File: config.mk
export PLATFORM = sky130hd
export DESIGN_NAME = i2c_codec_cfg_master
export DESIGN_NICKNAME = d
export VERILOG_FILES = /design/src/rtl/i2c_cfg_pkg.sv /design/src/rtl/i2c_codec_cfg_master_tick.sv /design/src/rtl/i2c_codec_cfg_master.sv
export SDC_FILE = /design/constraint.sdc
export NUM_CORES = 1
export LEC_CHECK = 0
export CAP_MARGIN = 15
export CORE_AREA = 2 2 80 82
export DETAILED_ROUTE_END_ITERATION = 8
export DIE_AREA = 0 0 82 84
export GPL_TIMING_DRIVEN = 0
export PLACE_DENSITY = 0.81
export SYNTH_ARGS = -nofsm -noshare
export SYNTH_HDL_FRONTEND = slang
export SYNTH_SLANG_ARGS = --single-unit
File: constraint.sdc
create_clock -name clk -period 2.31 [get_ports clk]
set_clock_uncertainty 0.2 [all_clocks]
set_input_delay 0.693 -clock clk [delete_from_list [all_inputs] [get_ports clk]]
set_output_delay 0.693 -clock clk [all_outputs]
set_load 0.05 [all_outputs]
File: src/rtl/i2c_cfg_pkg.sv
// Shared types and the default WM8731 power-up register table for the
// codec configuration master.
package i2c_cfg_pkg;

  typedef enum logic [2:0] {
    ST_IDLE,
    ST_START,
    ST_BYTE,
    ST_ACK,
    ST_STOP,
    ST_GAP,
    ST_DONE,
    ST_ERR
  } cfg_state_t;

  typedef logic [1:0] qphase_t;

  localparam qphase_t Q0 = 2'd0;
  localparam qphase_t Q1 = 2'd1;
  localparam qphase_t Q2 = 2'd2;
  localparam qphase_t Q3 = 2'd3;

  // WM8731 control register addresses (upper 7 bits of each 16-bit word)
  localparam logic [6:0] WM_LLIN   = 7'h00;
  localparam logic [6:0] WM_RLIN   = 7'h01;
  localparam logic [6:0] WM_LHP    = 7'h02;
  localparam logic [6:0] WM_RHP    = 7'h03;
  localparam logic [6:0] WM_APATH  = 7'h04;
  localparam logic [6:0] WM_DPATH  = 7'h05;
  localparam logic [6:0] WM_PWR    = 7'h06;
  localparam logic [6:0] WM_IFACE  = 7'h07;
  localparam logic [6:0] WM_SRATE  = 7'h08;
  localparam logic [6:0] WM_ACTIVE = 7'h09;
  localparam logic [6:0] WM_RESET  = 7'h0F;

  function automatic logic [15:0] wm_word(input logic [6:0] addr, input logic [8:0] data);
    return {addr, data};
  endfunction

  localparam int DEFAULT_NUM_REGS = 8;

  // Entry 0 sits in the low 16 bits and is sent first.
  localparam logic [DEFAULT_NUM_REGS*16-1:0] DEFAULT_TABLE = {
    wm_word(WM_ACTIVE, 9'h001),
    wm_word(WM_IFACE,  9'h00A),
    wm_word(WM_DPATH,  9'h000),
    wm_word(WM_APATH,  9'h012),
    wm_word(WM_RHP,    9'h179),
    wm_word(WM_LHP,    9'h179),
    wm_word(WM_PWR,    9'h002),
    wm_word(WM_RESET,  9'h000)
  };

endpackage

File: src/rtl/i2c_codec_cfg_master_tick.sv
// Quarter-SCL-period timebase: one-cycle qtick every CLK_DIV clocks and a
// 2-bit phase that advances on each qtick. Held at zero while disabled.
module i2c_tick_gen
  import i2c_cfg_pkg::*;
#(
  parameter int CLK_DIV = 125
) (
  input  logic    clk,
  input  logic    reset,
  input  logic    en,
  output logic    qtick,
  output qphase_t phase
);

  localparam int CW = (CLK_DIV > 1) ? $clog2(CLK_DIV) : 1;

  logic [CW-1:0] cnt;

  assign qtick = en && (cnt == CW'(CLK_DIV - 1));

  always_ff @(posedge clk or posedge reset) begin
    if (reset) begin
      cnt   <= '0;
      phase <= Q0;
    end else if (!en) begin
      cnt   <= '0;
      phase <= Q0;
    end else if (qtick) begin
      cnt   <= '0;
      phase <= phase + 2'd1;
    end else begin
      cnt   <= cnt + 1'b1;
    end
  end

endmodule

File: src/rtl/i2c_codec_cfg_master.sv
// Table-driven I2C write master that programs an audio codec after reset or
// on request, retrying NACKed entries and flagging the first entry that fails.
module i2c_codec_cfg_master
  import i2c_cfg_pkg::*;
#(
  parameter int                     CLK_DIV    = 125,
  parameter logic [6:0]             DEV_ADDR   = 7'h1A,
  parameter int                     NUM_REGS   = DEFAULT_NUM_REGS,
  parameter logic [NUM_REGS*16-1:0] INIT_TABLE = DEFAULT_TABLE,
  parameter int                     MAX_RETRY  = 3,
  parameter int                     AUTO_START = 1
) (
  input  logic       clk,
  input  logic       reset,
  input  logic       start,
  output logic       scl_oe,
  output logic       sda_oe,
  input  logic       sda_in,
  output logic       busy,
  output logic       config_done,
  output logic       config_err,
  output logic [7:0] err_index
);

  localparam logic [7:0] ADDR_BYTE  = {DEV_ADDR, 1'b0};
  localparam logic [7:0] LAST_ENTRY = 8'(NUM_REGS - 1);
  localparam logic [3:0] RETRY_MAX  = 4'(MAX_RETRY);

  cfg_state_t  state, state_nxt;
  qphase_t     phase;
  logic        qtick;
  logic        tick_en;
  logic        bit_end;
  logic        go;
  logic        auto_pend;
  logic [7:0]  shift;
  logic [2:0]  bit_cnt;
  logic [1:0]  byte_idx;
  logic [7:0]  entry;
  logic [3:0]  retry;
  logic        nack;
  logic        ack_bit;
  logic [15:0] cur_word;
  logic        scl_d, sda_d, sda_dly;

  assign tick_en = (state == ST_START) || (state == ST_BYTE) || (state == ST_ACK) ||
                   (state == ST_STOP)  || (state == ST_GAP);
  assign busy    = tick_en;
  assign bit_end = qtick && (phase == Q3);
  assign go      = start || auto_pend;

  i2c_tick_gen #(.CLK_DIV(CLK_DIV)) u_tick (
    .clk   (clk),
    .reset (reset),
    .en    (tick_en),
    .qtick (qtick),
    .phase (phase)
  );

  always_comb begin
    cur_word = '0;
    for (int i = 0; i < NUM_REGS; i++) begin
      if (entry == 8'(i)) cur_word = INIT_TABLE[16*i +: 16];
    end
  end

  always_ff @(posedge clk or posedge reset) begin
    if (reset) state <= ST_IDLE;
    else       state <= state_nxt;
  end

  always_comb begin
    state_nxt = state;
    scl_d     = 1'b0;
    sda_d     = 1'b0;
    case (state)
      ST_IDLE: begin
        if (go) state_nxt = ST_START;
      end
      ST_START: begin
        scl_d = (phase == Q3);
        sda_d = (phase == Q2) || (phase == Q3);
        if (bit_end) state_nxt = ST_BYTE;
      end
      ST_BYTE: begin
        scl_d = (phase == Q0) || (phase == Q1);
        sda_d = ~shift[7];
        if (bit_end && (bit_cnt == 3'd7)) state_nxt = ST_ACK;
      end
      ST_ACK: begin
        scl_d = (phase == Q0) || (phase == Q1);
        if (bit_end) begin
          if (ack_bit || (byte_idx == 2'd2)) state_nxt = ST_STOP;
          else                               state_nxt = ST_BYTE;
        end
      end
      ST_STOP: begin
        scl_d = (phase == Q0) || (phase == Q1);
        sda_d = (phase != Q3);
        if (bit_end) state_nxt = ST_GAP;
      end
      ST_GAP: begin
        if (bit_end) begin
          if (nack)                      state_nxt = (retry >= RETRY_MAX) ? ST_ERR : ST_START;
          else if (entry == LAST_ENTRY)  state_nxt = ST_DONE;
          else                           state_nxt = ST_START;
        end
      end
      ST_DONE: state_nxt = ST_IDLE;
      ST_ERR:  state_nxt = ST_IDLE;
      default: state_nxt = ST_IDLE;
    endcase
  end

  always_ff @(posedge clk or posedge reset) begin
    if (reset) begin
      auto_pend   <= (AUTO_START != 0);
      shift       <= '0;
      bit_cnt     <= '0;
      byte_idx    <= '0;
      entry       <= '0;
      retry       <= '0;
      nack        <= 1'b0;
      ack_bit     <= 1'b0;
      config_done <= 1'b0;
      config_err  <= 1'b0;
      err_index   <= '0;
    end else begin
      if ((state == ST_IDLE) && go) begin
        auto_pend   <= 1'b0;
        entry       <= '0;
        retry       <= '0;
        nack        <= 1'b0;
        config_done <= 1'b0;
        config_err  <= 1'b0;
        err_index   <= '0;
      end
      if (qtick && (phase == Q2) && (state == ST_ACK)) ack_bit <= sda_in;
      if (bit_end) begin
        case (state)
          ST_START: begin
            shift    <= ADDR_BYTE;
            bit_cnt  <= '0;
            byte_idx <= '0;
            nack     <= 1'b0;
          end
          ST_BYTE: begin
            if (bit_cnt != 3'd7) begin
              bit_cnt <= bit_cnt + 3'd1;
              shift   <= {shift[6:0], 1'b0};
            end
          end
          ST_ACK: begin
            if (ack_bit) begin
              nack <= 1'b1;
            end else if (byte_idx != 2'd2) begin
              byte_idx <= byte_idx + 2'd1;
              bit_cnt  <= '0;
              shift    <= (byte_idx == 2'd0) ? cur_word[15:8] : cur_word[7:0];
            end
          end
          ST_GAP: begin
            if (nack) begin
              if (retry >= RETRY_MAX) begin
                config_err <= 1'b1;
                err_index  <= entry;
              end else begin
                retry <= retry + 4'd1;
              end
            end else if (entry == LAST_ENTRY) begin
              config_done <= 1'b1;
            end else begin
              entry <= entry + 8'd1;
              retry <= '0;
            end
          end
          default: ;
        endcase
      end
    end
  end

  // SDA trails SCL by one extra clock so data never moves on an SCL edge.
  always_ff @(posedge clk or posedge reset) begin
    if (reset) begin
      scl_oe  <= 1'b0;
      sda_dly <= 1'b0;
      sda_oe  <= 1'b0;
    end else begin
      scl_oe  <= scl_d;
      sda_dly <= sda_d;
      sda_oe  <= sda_dly;
    end
  end

endmodule

run_1/placement_by_type.png
Bar = 20 um. Fill, decap, tap and diode cells in grey.
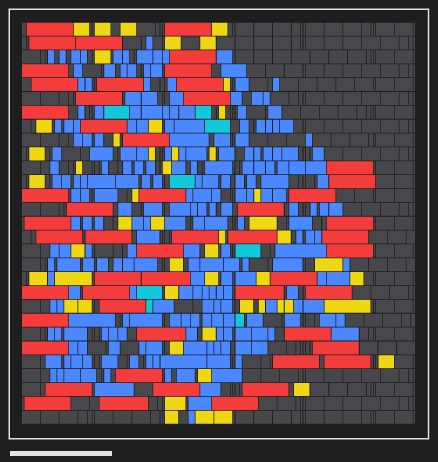
- blue: combinational and other logic (cells 240; share of their area 47%)
- red: sequential cells (cells 53; share of their area 38%)
- cyan: clock drivers and dummy loads (cells 8; share of their area 2.5%)
- yellow: remaining buffers and delay cells (cells 52; share of their area 12%)
fraction of the core area covered by cells at the end of the flow: 58.64%
share of the final layout cell area in sequential cells: 37.28%
total core area: 0.006096 mm2

run_1/layer_met1.png
Supply wires on this layer in grey.
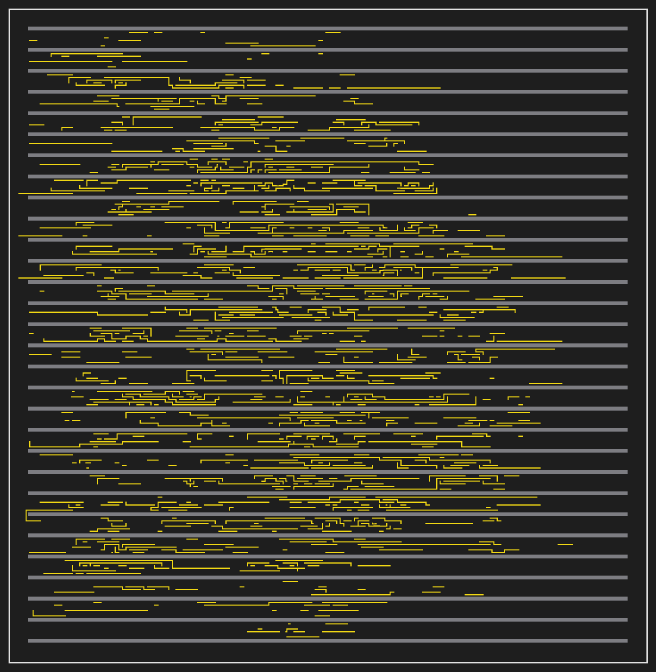
- nets with wire on the layer: 343
- main direction: horizontal
Post-Route WL: 6871 um
DR vias: 2,498

run_1/cell_density.png
The die is cut into 8 by 8 equal tiles; white is low, dark blue is high, 0 to 100% covered.
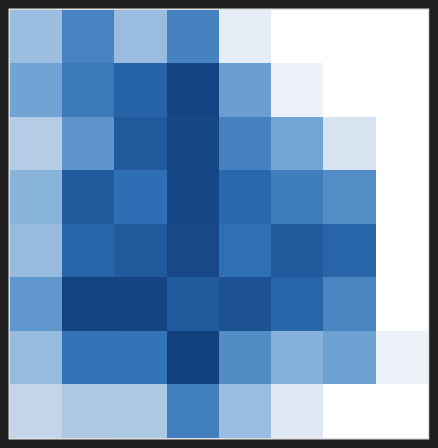
- nearly empty tiles: 17%
- fullest tile: 94%
- tiles over 75% full: 30%
initial core utilization: 47.72%

==> results.txt, run 1 <==
DP Cell Count: 405
buffer count excluding the clock tree in the final layout: 52
final worst-path setup slack: -0.01048 ns
Final clock-cell share: 2.415%
Fin Hold WS: 0.1571 ns
number of antenna violations at the first check in global routing: 0
Endpoint, Worst Hold: sda_oe
most frequent CP cell: buf_8
Tightest Pin Transition: 0.5751 ns
heaviest power group: sequential cells
mux share: 2.624%
most instantiated logic cells after routing: dfrtp_1, nand2_1, nand3_1, o21ai_0, nor2_1
violated checks: setup timing
outcome: complete, but fails checks
sum of met3 wire segment lengths after detailed routing: 305 um
Filler Cells Inserted: 493
number of synthesis warnings: 0
register area share after synthesis: 45.63%
delay contributed by the slowest stage of the critical path: 0.56 ns
clock root cell: clkbuf_8
area share of buffers outside the clock network: 11.52%
relative contribution of combinational cells to total power: 28.5%
wire length of the first global-routing pass: 10,670 um
number of hold-repair buffers added at the cts stage: 0
Critical Path End: shift[2]
fraction of final layout cells sized beyond drive strength 1: 20.96%
Final setup violation count: 1
die span in x: 82 um
latest clock arrival within the worst-skew pair: 0.31 ns
Synth Area in Compound Gates: 15.83%
placement-stage worst setup slack: -0.4151 ns
count of placed standard cells in the final layout, fillers left out: 430
power density relative to cell area: 598.6 mW/mm2
TritonCTS Buffers: 5
flip-flop and latch count: 53
tally of unique sky130hd cells used after synthesis: 53
clock sink count: 53
Worst R2R Start: u_tick.cnt[0]
post-route clock period utilization: 100.5%
final antenna-violating net count: 0
clk pwr: 0.523 mW
most heavily used metal layer in global routing: met2
==> inputs of run 2 (changes only) <==
--- a/config.mk
+++ b/config.mk
@@ -10,7 +10,7 @@
 export DETAILED_ROUTE_END_ITERATION = 8
 export DIE_AREA = 0 0 82 84
 export GPL_TIMING_DRIVEN = 0
-export PLACE_DENSITY = 0.81
+export PLACE_DENSITY = 0.7
 export SYNTH_ARGS = -nofsm -noshare
 export SYNTH_HDL_FRONTEND = slang
 export SYNTH_SLANG_ARGS = --single-unit
run_2/layer_met1.png
Supply wires on this layer in grey.
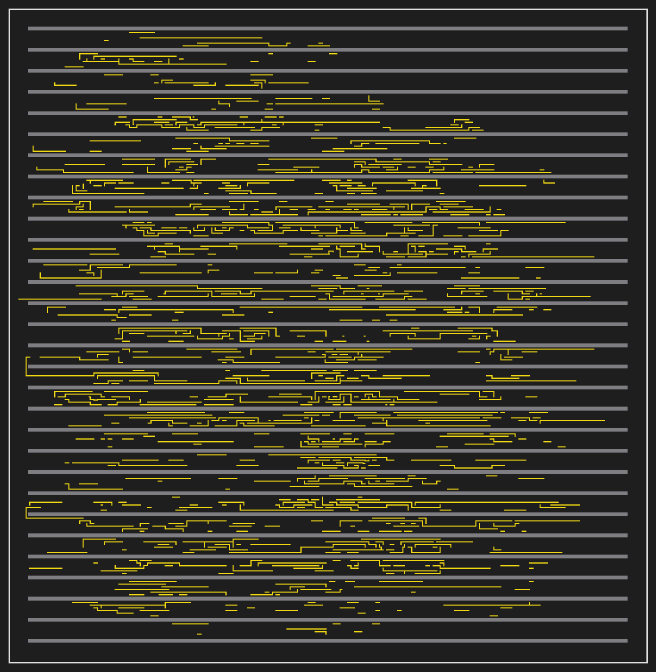
- nets with wire on the layer: 335
- longest straight run: 23.0 um
Post-Route WL: 6459 um
GRT met1 Usage: 29.08%
DR vias: 2,371

==> run 2 against run 1 <==
  * The flow now finishes without violations
  * Clock power up 25%
  * Register-to-register slack better by 0.04 ns
  * Clock-buffer cell count down 1
  * Cell area down 2.9%
  * Sequential cell count unchanged
  * Die area unchanged
  * Global-route usage up 1.0 points
  * Cell count down 2.6%
  * First-iteration DRC count up 9.2%
  * Sequential share of layout area up 1.1 points
  * Worst setup slack better by 0.040 ns
==> results.txt, run 2 <==
outcome: completed
count of placed standard cells in the final layout, fillers left out: 419
relative contribution of combinational cells to total power: 26.2%
fraction of final layout cells sized beyond drive strength 1: 17.54%
tally of unique sky130hd cells used after synthesis: 53
Endpoint, Worst Hold: sda_oe
Synth Area in Compound Gates: 15.83%
heaviest power group: sequential cells
total core area: 0.006096 mm2
Final clock-cell share: 3.244%
DP Cell Count: 405
number of synthesis warnings: 0
latest clock arrival within the worst-skew pair: 0.31 ns
Fin Hold WS: 0.1578 ns
placement-stage worst setup slack: -0.4335 ns
Worst R2R Start: state[1]
clock sink count: 53
delay contributed by the slowest stage of the critical path: 0.69 ns
area share of buffers outside the clock network: 8.508%
share of the final layout cell area in sequential cells: 38.39%
register area share after synthesis: 45.63%
final antenna-violating net count: 0
post-route clock period utilization: 98.74%
TritonCTS Buffers: 5
number of hold-repair buffers added at the cts stage: 0
most heavily used metal layer in global routing: met2
sum of met3 wire segment lengths after detailed routing: 261 um
mux share: 2.624%
Tightest Pin Transition: 0.7465 ns
die span in x: 82 um
wire length of the first global-routing pass: 11,150 um
power density relative to cell area: 650.3 mW/mm2
most instantiated logic cells after routing: dfrtp_1, nand2_1, o21ai_0, nand3_1, nor2_1
Critical Path End: entry[5]
run_2/placement_by_type.png
Bar = 20 um. Fill, decap, tap and diode cells in grey.
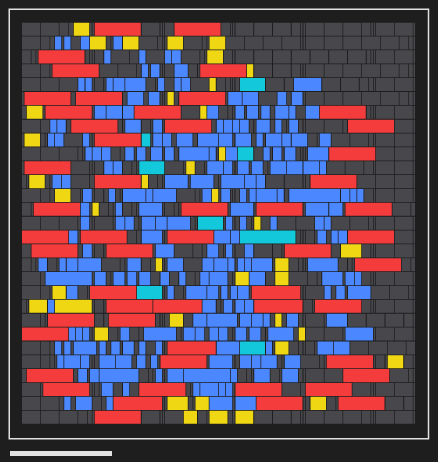
- cyan: clock drivers and dummy loads (cells 8; share of their area 3.3%)
- blue: combinational and other logic (cells 241; share of their area 48%)
- red: sequential cells (cells 53; share of their area 39%)
- yellow: remaining buffers and delay cells (cells 40; share of their area 8.8%)
fraction of the core area covered by cells at the end of the flow: 56.94%
standard-cell rows: 29

Power is estimated from default activity; no workload was simulated.
